## src/rtl/frame_streamer_pkg.sv

```systemverilog
// Shared types for the raster pixel source: FSM state encoding, the per-pixel
// tag carried alongside the memory read, and the helper that derives its flags.
package frame_streamer_pkg;

    typedef enum logic [2:0] {
        ST_IDLE,
        ST_ACTIVE,
        ST_HBLANK,
        ST_VBLANK,
        ST_DRAIN
    } frame_streamer_state_t;

    typedef struct packed {
        logic        valid;
        logic [15:0] col;
        logic [15:0] row;
        logic        sof;
        logic        eol;
        logic        eof;
    } pixel_tag_t;

    // Invalid slots are fully zeroed so stall bubbles never carry stale coordinates.
    function automatic pixel_tag_t make_tag(
        input logic        valid,
        input logic [15:0] col,
        input logic [15:0] row,
        input logic [15:0] last_col,
        input logic [15:0] last_row
    );
        pixel_tag_t tag;
        tag = '0;
        if (valid) begin
            tag.valid = 1'b1;
            tag.col   = col;
            tag.row   = row;
            tag.sof   = (col == 16'd0) && (row == 16'd0);
            tag.eol   = (col == last_col);
            tag.eof   = (col == last_col) && (row == last_row);
        end
        return tag;
    endfunction

endpackage

```

## src/rtl/frame_streamer_tag_delay_line.sv

```systemverilog
// Fixed-depth shift register that holds pixel tags while their memory read is
// in flight; empty_o reports that no valid tag remains anywhere in the line.
module tag_delay_line
    import frame_streamer_pkg::*;
#(
    parameter int DEPTH = 1
) (
    input  logic       clk_i,
    input  logic       rst_n_i,
    input  pixel_tag_t tag_i,
    output pixel_tag_t tag_o,
    output logic       empty_o
);

    pixel_tag_t stage_q [DEPTH];
    pixel_tag_t stage_d [DEPTH];

    always_comb begin
        stage_d[0] = tag_i;
        for (int i = 1; i < DEPTH; i++) begin
            stage_d[i] = stage_q[i-1];
        end
    end

    always_ff @(posedge clk_i or negedge rst_n_i) begin
        if (!rst_n_i) begin
            for (int i = 0; i < DEPTH; i++) begin
                stage_q[i] <= '0;
            end
        end else begin
            for (int i = 0; i < DEPTH; i++) begin
                stage_q[i] <= stage_d[i];
            end
        end
    end

    always_comb begin
        empty_o = 1'b1;
        for (int i = 0; i < DEPTH; i++) begin
            if (stage_q[i].valid) begin
                empty_o = 1'b0;
            end
        end
    end

    assign tag_o = stage_q[DEPTH-1];

endmodule

```

## src/rtl/frame_streamer.sv

```systemverilog
// Raster-scan pixel source: walks the stored image in row-major order, issues
// synchronous memory reads and emits each pixel with its column/row/frame tags.
module frame_streamer
    import frame_streamer_pkg::*;
#(
    parameter int DATA_WIDTH   = 8,
    parameter int IMAGE_WIDTH  = 640,
    parameter int IMAGE_HEIGHT = 480,
    parameter int ADDR_WIDTH   = $clog2(IMAGE_WIDTH * IMAGE_HEIGHT),
    parameter int READ_LATENCY = 1,
    parameter int H_BLANK      = 0,
    parameter int V_BLANK      = 0,
    parameter int CONTINUOUS   = 0
) (
    input  logic                  clk_i,
    input  logic                  rst_n_i,
    input  logic                  start_i,
    input  logic                  stop_i,
    input  logic                  stall_i,
    output logic                  rd_en_o,
    output logic [ADDR_WIDTH-1:0] rd_addr_o,
    input  logic [DATA_WIDTH-1:0] rd_data_i,
    output logic [DATA_WIDTH-1:0] data_o,
    output logic [15:0]           col_o,
    output logic [15:0]           row_o,
    output logic                  valid_o,
    output logic                  sof_o,
    output logic                  eol_o,
    output logic                  eof_o,
    output logic                  busy_o,
    output logic                  done_o
);

    localparam logic [15:0] LAST_COL = 16'(IMAGE_WIDTH - 1);
    localparam logic [15:0] LAST_ROW = 16'(IMAGE_HEIGHT - 1);
    localparam logic [15:0] HB_LAST  = (H_BLANK > 0) ? 16'(H_BLANK - 1) : 16'd0;
    localparam logic [15:0] VB_LAST  = (V_BLANK > 0) ? 16'(V_BLANK - 1) : 16'd0;

    frame_streamer_state_t state_q, state_d;
    logic [15:0]           col_q, col_d;
    logic [15:0]           row_q, row_d;
    logic [ADDR_WIDTH-1:0] addr_q, addr_d;
    logic [15:0]           blank_q, blank_d;
    logic                  stop_q, stop_d;
    logic                  done_q, done_d;
    logic [DATA_WIDTH-1:0] data_q, data_d;
    pixel_tag_t            out_tag_q, out_tag_d;

    logic       rd_en;
    logic       restart;
    pixel_tag_t tag_in;
    pixel_tag_t tag_dly;
    logic       line_empty;

    always_comb begin
        state_d = state_q;
        col_d   = col_q;
        row_d   = row_q;
        addr_d  = addr_q;
        blank_d = blank_q;
        done_d  = 1'b0;
        rd_en   = 1'b0;
        stop_d  = (state_q == ST_IDLE) ? 1'b0 : (stop_q | stop_i);
        restart = (CONTINUOUS != 0) && !(stop_q || stop_i);

        case (state_q)
            ST_IDLE: begin
                if (start_i) begin
                    state_d = ST_ACTIVE;
                    col_d   = '0;
                    row_d   = '0;
                    addr_d  = '0;
                end
            end
            ST_ACTIVE: begin
                if (!stall_i) begin
                    rd_en = 1'b1;
                    if (col_q != LAST_COL) begin
                        col_d  = col_q + 16'd1;
                        addr_d = addr_q + ADDR_WIDTH'(1);
                    end else if (row_q != LAST_ROW) begin
                        col_d  = '0;
                        row_d  = row_q + 16'd1;
                        addr_d = addr_q + ADDR_WIDTH'(1);
                        if (H_BLANK > 0) begin
                            state_d = ST_HBLANK;
                            blank_d = '0;
                        end
                    end else begin
                        col_d  = '0;
                        row_d  = '0;
                        addr_d = '0;
                        if (V_BLANK > 0) begin
                            state_d = ST_VBLANK;
                            blank_d = '0;
                        end else begin
                            state_d = restart ? ST_ACTIVE : ST_DRAIN;
                        end
                    end
                end
            end
            ST_HBLANK: begin
                if (blank_q == HB_LAST) begin
                    state_d = ST_ACTIVE;
                end else begin
                    blank_d = blank_q + 16'd1;
                end
            end
            ST_VBLANK: begin
                if (blank_q == VB_LAST) begin
                    state_d = restart ? ST_ACTIVE : ST_DRAIN;
                end else begin
                    blank_d = blank_q + 16'd1;
                end
            end
            ST_DRAIN: begin
                if (line_empty) begin
                    state_d = ST_IDLE;
                    done_d  = 1'b1;
                end
            end
            default: state_d = ST_IDLE;
        endcase
    end

    assign tag_in = make_tag(rd_en, col_q, row_q, LAST_COL, LAST_ROW);

    tag_delay_line #(
        .DEPTH(READ_LATENCY)
    ) u_tag_delay_line (
        .clk_i   (clk_i),
        .rst_n_i (rst_n_i),
        .tag_i   (tag_in),
        .tag_o   (tag_dly),
        .empty_o (line_empty)
    );

    // The delayed tag lines up with rd_data_i; both are captured together here.
    always_comb begin
        out_tag_d = tag_dly;
        data_d    = tag_dly.valid ? rd_data_i : '0;
    end

    always_ff @(posedge clk_i or negedge rst_n_i) begin
        if (!rst_n_i) begin
            state_q   <= ST_IDLE;
            col_q     <= '0;
            row_q     <= '0;
            addr_q    <= '0;
            blank_q   <= '0;
            stop_q    <= 1'b0;
            done_q    <= 1'b0;
            data_q    <= '0;
            out_tag_q <= '0;
        end else begin
            state_q   <= state_d;
            col_q     <= col_d;
            row_q     <= row_d;
            addr_q    <= addr_d;
            blank_q   <= blank_d;
            stop_q    <= stop_d;
            done_q    <= done_d;
            data_q    <= data_d;
            out_tag_q <= out_tag_d;
        end
    end

    assign rd_en_o   = rd_en;
    assign rd_addr_o = addr_q;
    assign data_o    = data_q;
    assign col_o     = out_tag_q.col;
    assign row_o     = out_tag_q.row;
    assign valid_o   = out_tag_q.valid;
    assign sof_o     = out_tag_q.sof;
    assign eol_o     = out_tag_q.eol;
    assign eof_o     = out_tag_q.eof;
    assign busy_o    = (state_q != ST_IDLE);
    assign done_o    = done_q;

endmodule

```

## config.mk

```make
export PLATFORM = sky130hd
export DESIGN_NAME = frame_streamer
export DESIGN_NICKNAME = d
export VERILOG_FILES = /design/src/rtl/frame_streamer_pkg.sv /design/src/rtl/frame_streamer_tag_delay_line.sv /design/src/rtl/frame_streamer.sv
export SDC_FILE = /design/constraint.sdc
export NUM_CORES = 1
export LEC_CHECK = 0
export CORE_MARGIN = 2
export CORE_UTILIZATION = 50
export CTS_BUF_LIST = sky130_fd_sc_hd__clkbuf_4 sky130_fd_sc_hd__clkbuf_8 sky130_fd_sc_hd__clkbuf_16
export CTS_CLUSTER_DIAMETER = 200
export DETAILED_ROUTE_END_ITERATION = 7
export GPL_TIMING_DRIVEN = 0
export PLACE_DENSITY = 0.75
export SLEW_MARGIN = 20
export SYNTH_ARGS = -nofsm -noshare
export SYNTH_HDL_FRONTEND = slang
export SYNTH_SLANG_ARGS = --single-unit
```

## constraint.sdc

```tcl
create_clock -name clk_i -period 2.9 [get_ports clk_i]
set_input_delay 0.58 -clock clk_i [delete_from_list [all_inputs] [get_ports clk_i]]
set_output_delay 0.58 -clock clk_i [all_outputs]
set_load 0.005 [all_outputs]
```

Figure 1. Signal wires by layer.
Drawn at 4 px/µm.
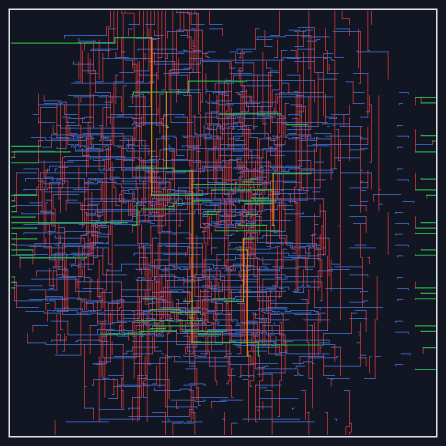
legend:
  M3:
    colour: green
    wire_length: 571 µm
  M2:
    colour: red
    wire_length: 5,440 µm
  M1:
    colour: blue
    wire_length: 4,830 µm
  M4:
    colour: orange
    wire_length: 156 µm

Figure 2. Gate families picked out.
Drawn at 4 px/µm.
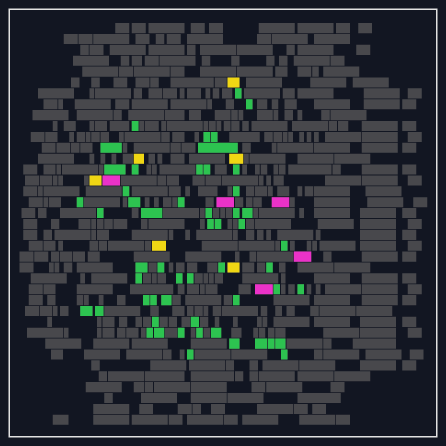
legend:
  fa/ha/maj cells:
    colour: magenta
    cells: 5
  aoi and oai cells:
    colour: green
    cells: 54
  non-inverting ao/oa cells:
    colour: yellow
    cells: 6

==> out/notes.md <==
The run finished with clean final reports. Counting only logic cells after layout, the most numerous master is dfrtp_1. With the total wire length at 11,000 µm, the post-synth tally of flip-flops with integrated enable is 0. Utilization after layout: 67.4%. The top power group is the clock network. The clock period minus final worst setup slack is 2810 ps. The final weighted congestion recorded by global placement is 0.890. Type of the most critical hold path: input port to async pin. The tools report the instance area after placement as 6240 µm².

Post-layout period usage of the worst path: 96.9%. The detailed router reports a met3 wire length of 571 µm. Chip area from the yosys synthesis statistics: 5260 µm².

Per the synthesis report, the simple-gate share of the synthesized area is 21.1%. The final power report lists total power as 4.97 mW. The number of buffers and inverters on the critical path is 4.

The die is 107 µm tall. End of the worst register-to-register path: row_q[6]. Net switching is 22.5% of the power. Routing usage on met1: 27.4%. The tools report the CTS H-tree depth as 4.
-- cells in the mapped netlist, drive strengths merged, types with 4 or more instances --
master	n	area (µm²)
and2	37	231
or3	4	25.0
nand2	32	123
ha	5	62.6
nand4	18	113
o21ai	31	155
and3	8	50.1
clkbuf	10	37.5
inv	13	48.8
nor4	7	58.8
nand2b	6	37.5
buf	5	33.8
xnor2	8	70.1
xor2	17	149
and4	6	52.6
dfrtp	134	3350
nor3	11	55.1
a21oi	8	43.8
nor2	49	184
o31ai	4	30.0
nand3	15	75.1
-- registers in the layout (all words and copies together), names as in the netlist, 2 cells and up --
| name | flops |
|---|---|
| u_tag_delay_line.tag_o | 36 |
| rd_addr_o | 19 |
| col_o | 16 |
| col_q | 16 |
| row_o | 16 |
| row_q | 16 |
| data_o | 8 |
| state_q | 2 |
Power is estimated from default activity; no workload was simulated.
